## src/rtl/trap_ctrl_pkg.sv

```systemverilog
// Shared constants and types for the machine-mode trap sequencer.
// Holds the instruction words it decodes, the mcause codes, FSM encodings and the target kinds.
package trap_ctrl_pkg;

  localparam logic [31:0] INST_ECALL  = 32'h0000_0073;
  localparam logic [31:0] INST_EBREAK = 32'h0010_0073;
  localparam logic [31:0] INST_MRET   = 32'h3020_0073;

  localparam logic [31:0] CAUSE_ECALL  = 32'h0000_000b;
  localparam logic [31:0] CAUSE_EBREAK = 32'h0000_0003;
  localparam logic [31:0] CAUSE_IRQ    = 32'h8000_000b;

  localparam logic [1:0] ST_IDLE_ENC     = 2'd0;
  localparam logic [1:0] ST_DRAIN_ENC    = 2'd1;
  localparam logic [1:0] ST_REDIRECT_ENC = 2'd2;

  typedef enum logic [1:0] {
    ST_IDLE     = ST_IDLE_ENC,
    ST_DRAIN    = ST_DRAIN_ENC,
    ST_REDIRECT = ST_REDIRECT_ENC
  } state_t;

  typedef enum logic {
    TGT_TRAP = 1'b0,
    TGT_RET  = 1'b1
  } target_t;

  // Fetch targets are always word aligned; the mode bits of mtvec are dropped.
  function automatic logic [31:0] align4(input logic [31:0] addr);
    return addr & ~32'h3;
  endfunction

endpackage

```

## src/rtl/trap_ctrl_sync_ff.sv

```systemverilog
// Flop chain synchroniser for a single asynchronous level input.
// Reset clears every stage so the synchronised output starts low.
module sync_ff #(
  parameter int STAGES = 2
) (
  input  logic clk,
  input  logic rst,
  input  logic d,
  output logic q
);

  logic [STAGES-1:0] chain_reg;

  generate
    for (genvar gi = 0; gi < STAGES; gi++) begin : g_stage
      if (gi == 0) begin : g_first
        always_ff @(posedge clk or negedge rst) begin
          if (!rst) chain_reg[gi] <= 1'b0;
          else      chain_reg[gi] <= d;
        end
      end else begin : g_next
        always_ff @(posedge clk or negedge rst) begin
          if (!rst) chain_reg[gi] <= 1'b0;
          else      chain_reg[gi] <= chain_reg[gi-1];
        end
      end
    end
  endgenerate

  assign q = chain_reg[STAGES-1];

endmodule

```

## src/rtl/trap_ctrl.sv

```systemverilog
// Machine-mode trap sequencer: detects ECALL/EBREAK/MRET/interrupt at retire,
// reports trap entry to the CSR unit and redirects fetch after a drain interval.
module trap_ctrl
  import trap_ctrl_pkg::*;
#(
  parameter int DRAIN       = 2,
  parameter int SYNC_STAGES = 2
) (
  input  logic        clk,
  input  logic        rst,
  input  logic        halt,
  input  logic        valid,
  input  logic [31:0] pc,
  input  logic [31:0] ir,
  input  logic [31:0] mtvec,
  input  logic [31:0] mepc,
  input  logic        irq,
  output logic        stall,
  output logic        redirect,
  output logic [31:0] redirect_pc,
  output logic        trap_we,
  output logic [31:0] trap_epc,
  output logic [31:0] trap_cause,
  output logic        in_handler,
  output logic [31:0] trap_cnt
);

  localparam logic [3:0] DRAIN_LAST = 4'(DRAIN - 1);

  state_t      state_reg;
  target_t     target_reg;
  logic [3:0]  cnt_reg;
  logic        irq_s;

  logic        is_mret;
  logic        is_ecall;
  logic        is_ebreak;
  logic        take_irq;
  logic        take_trap;
  logic [31:0] cause_next;

  sync_ff #(
    .STAGES(SYNC_STAGES)
  ) u_irq_sync (
    .clk(clk),
    .rst(rst),
    .d  (irq),
    .q  (irq_s)
  );

  // Interrupts are never nested: a pending irq waits for in_handler to drop.
  always_comb begin
    is_mret    = (ir == INST_MRET);
    is_ecall   = (ir == INST_ECALL);
    is_ebreak  = (ir == INST_EBREAK);
    take_irq   = irq_s && !in_handler;
    take_trap  = !is_mret && (is_ecall || is_ebreak || take_irq);
    cause_next = CAUSE_IRQ;
    if (is_ecall)       cause_next = CAUSE_ECALL;
    else if (is_ebreak) cause_next = CAUSE_EBREAK;
  end

  always_ff @(posedge clk or negedge rst) begin
    if (!rst) begin
      state_reg   <= ST_IDLE;
      target_reg  <= TGT_TRAP;
      cnt_reg     <= 4'd0;
      stall       <= 1'b0;
      redirect    <= 1'b0;
      redirect_pc <= 32'h0;
      trap_we     <= 1'b0;
      trap_epc    <= 32'h0;
      trap_cause  <= 32'h0;
      in_handler  <= 1'b0;
      trap_cnt    <= 32'h0;
    end else if (!halt) begin
      trap_we  <= 1'b0;
      redirect <= 1'b0;
      case (state_reg)
        ST_IDLE: begin
          if (valid && is_mret) begin
            target_reg <= TGT_RET;
            in_handler <= 1'b0;
            cnt_reg    <= 4'd0;
            stall      <= 1'b1;
            state_reg  <= ST_DRAIN;
          end else if (valid && take_trap) begin
            target_reg <= TGT_TRAP;
            trap_we    <= 1'b1;
            trap_epc   <= pc;
            trap_cause <= cause_next;
            in_handler <= 1'b1;
            trap_cnt   <= trap_cnt + 32'd1;
            cnt_reg    <= 4'd0;
            stall      <= 1'b1;
            state_reg  <= ST_DRAIN;
          end
        end
        ST_DRAIN: begin
          // mtvec/mepc are sampled on the last drain edge so late CSR writes land.
          if (cnt_reg == DRAIN_LAST) begin
            redirect    <= 1'b1;
            redirect_pc <= align4((target_reg == TGT_TRAP) ? mtvec : mepc);
            state_reg   <= ST_REDIRECT;
          end else begin
            cnt_reg <= cnt_reg + 4'd1;
          end
        end
        ST_REDIRECT: begin
          stall     <= 1'b0;
          state_reg <= ST_IDLE;
        end
        default: begin
          stall     <= 1'b0;
          state_reg <= ST_IDLE;
        end
      endcase
    end
  end

endmodule
```

## config.mk

```make
export PLATFORM = sky130hd
export DESIGN_NAME = trap_ctrl
export DESIGN_NICKNAME = d
export VERILOG_FILES = /design/src/rtl/trap_ctrl_pkg.sv /design/src/rtl/trap_ctrl_sync_ff.sv /design/src/rtl/trap_ctrl.sv
export SDC_FILE = /design/constraint.sdc
export NUM_CORES = 1
export LEC_CHECK = 0
export ABC_CLOCK_PERIOD_IN_PS = 2000
export CORE_ASPECT_RATIO = 1.1
export CORE_MARGIN = 2
export CORE_UTILIZATION = 41
export DETAILED_ROUTE_END_ITERATION = 8
export MAX_ROUTING_LAYER = met4
export PLACE_DENSITY = 0.8
export SYNTH_ARGS = -nofsm -noshare
export SYNTH_HDL_FRONTEND = slang
export SYNTH_HIERARCHICAL = 1
export SYNTH_SLANG_ARGS = --single-unit
export TNS_END_PERCENT = 100
```

## constraint.sdc

```tcl
create_clock -name clk -period 2 [get_ports clk]
set_input_delay 0.3 -clock clk [delete_from_list [all_inputs] [get_ports clk]]
set_output_delay 0.3 -clock clk [all_outputs]
set_load 0.02 [all_outputs]
```

==> out/notes.md <==
The flow ran to the end, and the final reports show no timing, DRC or antenna violations. With the Yosys chip area at 0.00530 sq mm, the combinational logic power is 0.427 mW. The repair_antennas step left the layout with diodes totalling 0. The floorplan step records an initial core utilization of 42.1%. The run gives 40.0% for the portion of total power attributed to the clock network. The post-route report lists met1 wire length as 5640 um.

Detailed routing inserted a total of 4,534 vias. With the post-detailed-route wirelength per cell at 16.6 um, the aoi/oai-family share of the synthesized area is 6.19%. The cell class ranked first by area was buffers.

The run gives 70 ps for the CTS clock-pin slew for the worst setup and hold paths. After layout, the clock buffer instance count stands at 11. Worst hold path class: in -> async.

The run gives 12.7% for the multiplexer fraction of the synthesized cell area. The actual transition at the worst max-transition pin is 581 ps, and the largest driver fanout on the critical path is 6. With the number of global-route vias before repair at 4,667, the final design area excluding fillers is 0.00860 sq mm. Yosys reports that the leading cell type by area covers 51.9% of the netlist area. The clock H-tree reported by CTS has 3 levels.

The final sum of negative setup slack is 0 ps, and the post-placement setup slack is -546 ps. Headroom to the max-slew limit came out at 61.2%. The width of the chip was 112 um; the number of buffers and inverters on the critical path was 4.

For met3 alone, demand over resource in global routing was 5.15%. The xor and xnor area share after synthesis is 5.12%, and the setup skew after layout is 4.52 ps. Listed in order, past its start point the critical path passes clkdlybuf4s50_1 > and4b_1 > nand4_1 > o21bai_2 > buf_6 > nor2_8 > buf_12 > clkbuf_16 > mux2_2. Busiest layer in global routing: met2. The OpenROAD warning count works out to 34. In this design, the largest share of critical-path delay is due to buffers and inverters. Clock cells make up 3.38% of the layout cell area. Buffers inserted during clock tree synthesis total 9. The number of setup buffers added after CTS came out at 3. The number of enable flip-flop cells works out to 0.

The run gives 0 as the number of antenna violations at the first check in global routing. TritonCTS built the clock tree. For reference, the final report shows the hold violation count at 0.

For the instance count of the mapped netlist, the log shows 470. The clock net in this run drives a total of 110 sinks. The run gives 9 for the logic depth of the worst path, buffers included.

The run gives 0.0126 sq mm for the core outline area. OpenSTA lists the critical path startpoint as ir[20]. In this run the power spent charging and discharging nets is 0.959 mW.

After its last routability iteration, the placer logged a weighted congestion of 0.811. Once the clock tree was built, the resizer swapped 56 gates to a different size. For the site row count, the log shows 43. For reference, the most critical setup path is categorized as in -> reg.
Supply network:
Pins as bars on the die edge. Tap cells in gray.
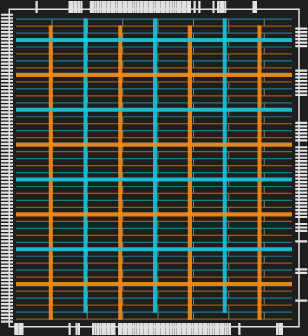
orange -> VSS
cyan -> VDD
met4 straps = 7
met5 straps = 8
rows = 43

Placement by cell class:
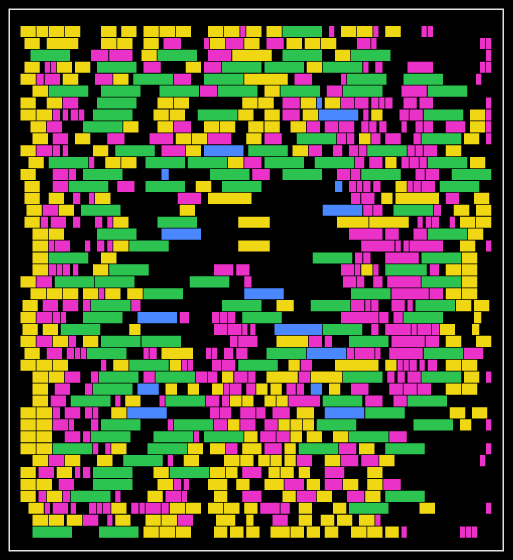
blue -> clock drivers and dummy loads  # cells 15, share of their area 3.5%
yellow -> other buffers and delay cells  # cells 280, share of their area 34%
magenta -> all other logic  # cells 336, share of their area 30%
green -> flip-flops  # cells 110, share of their area 33%

No activity file was given, so power comes from the tool's default toggle rates.
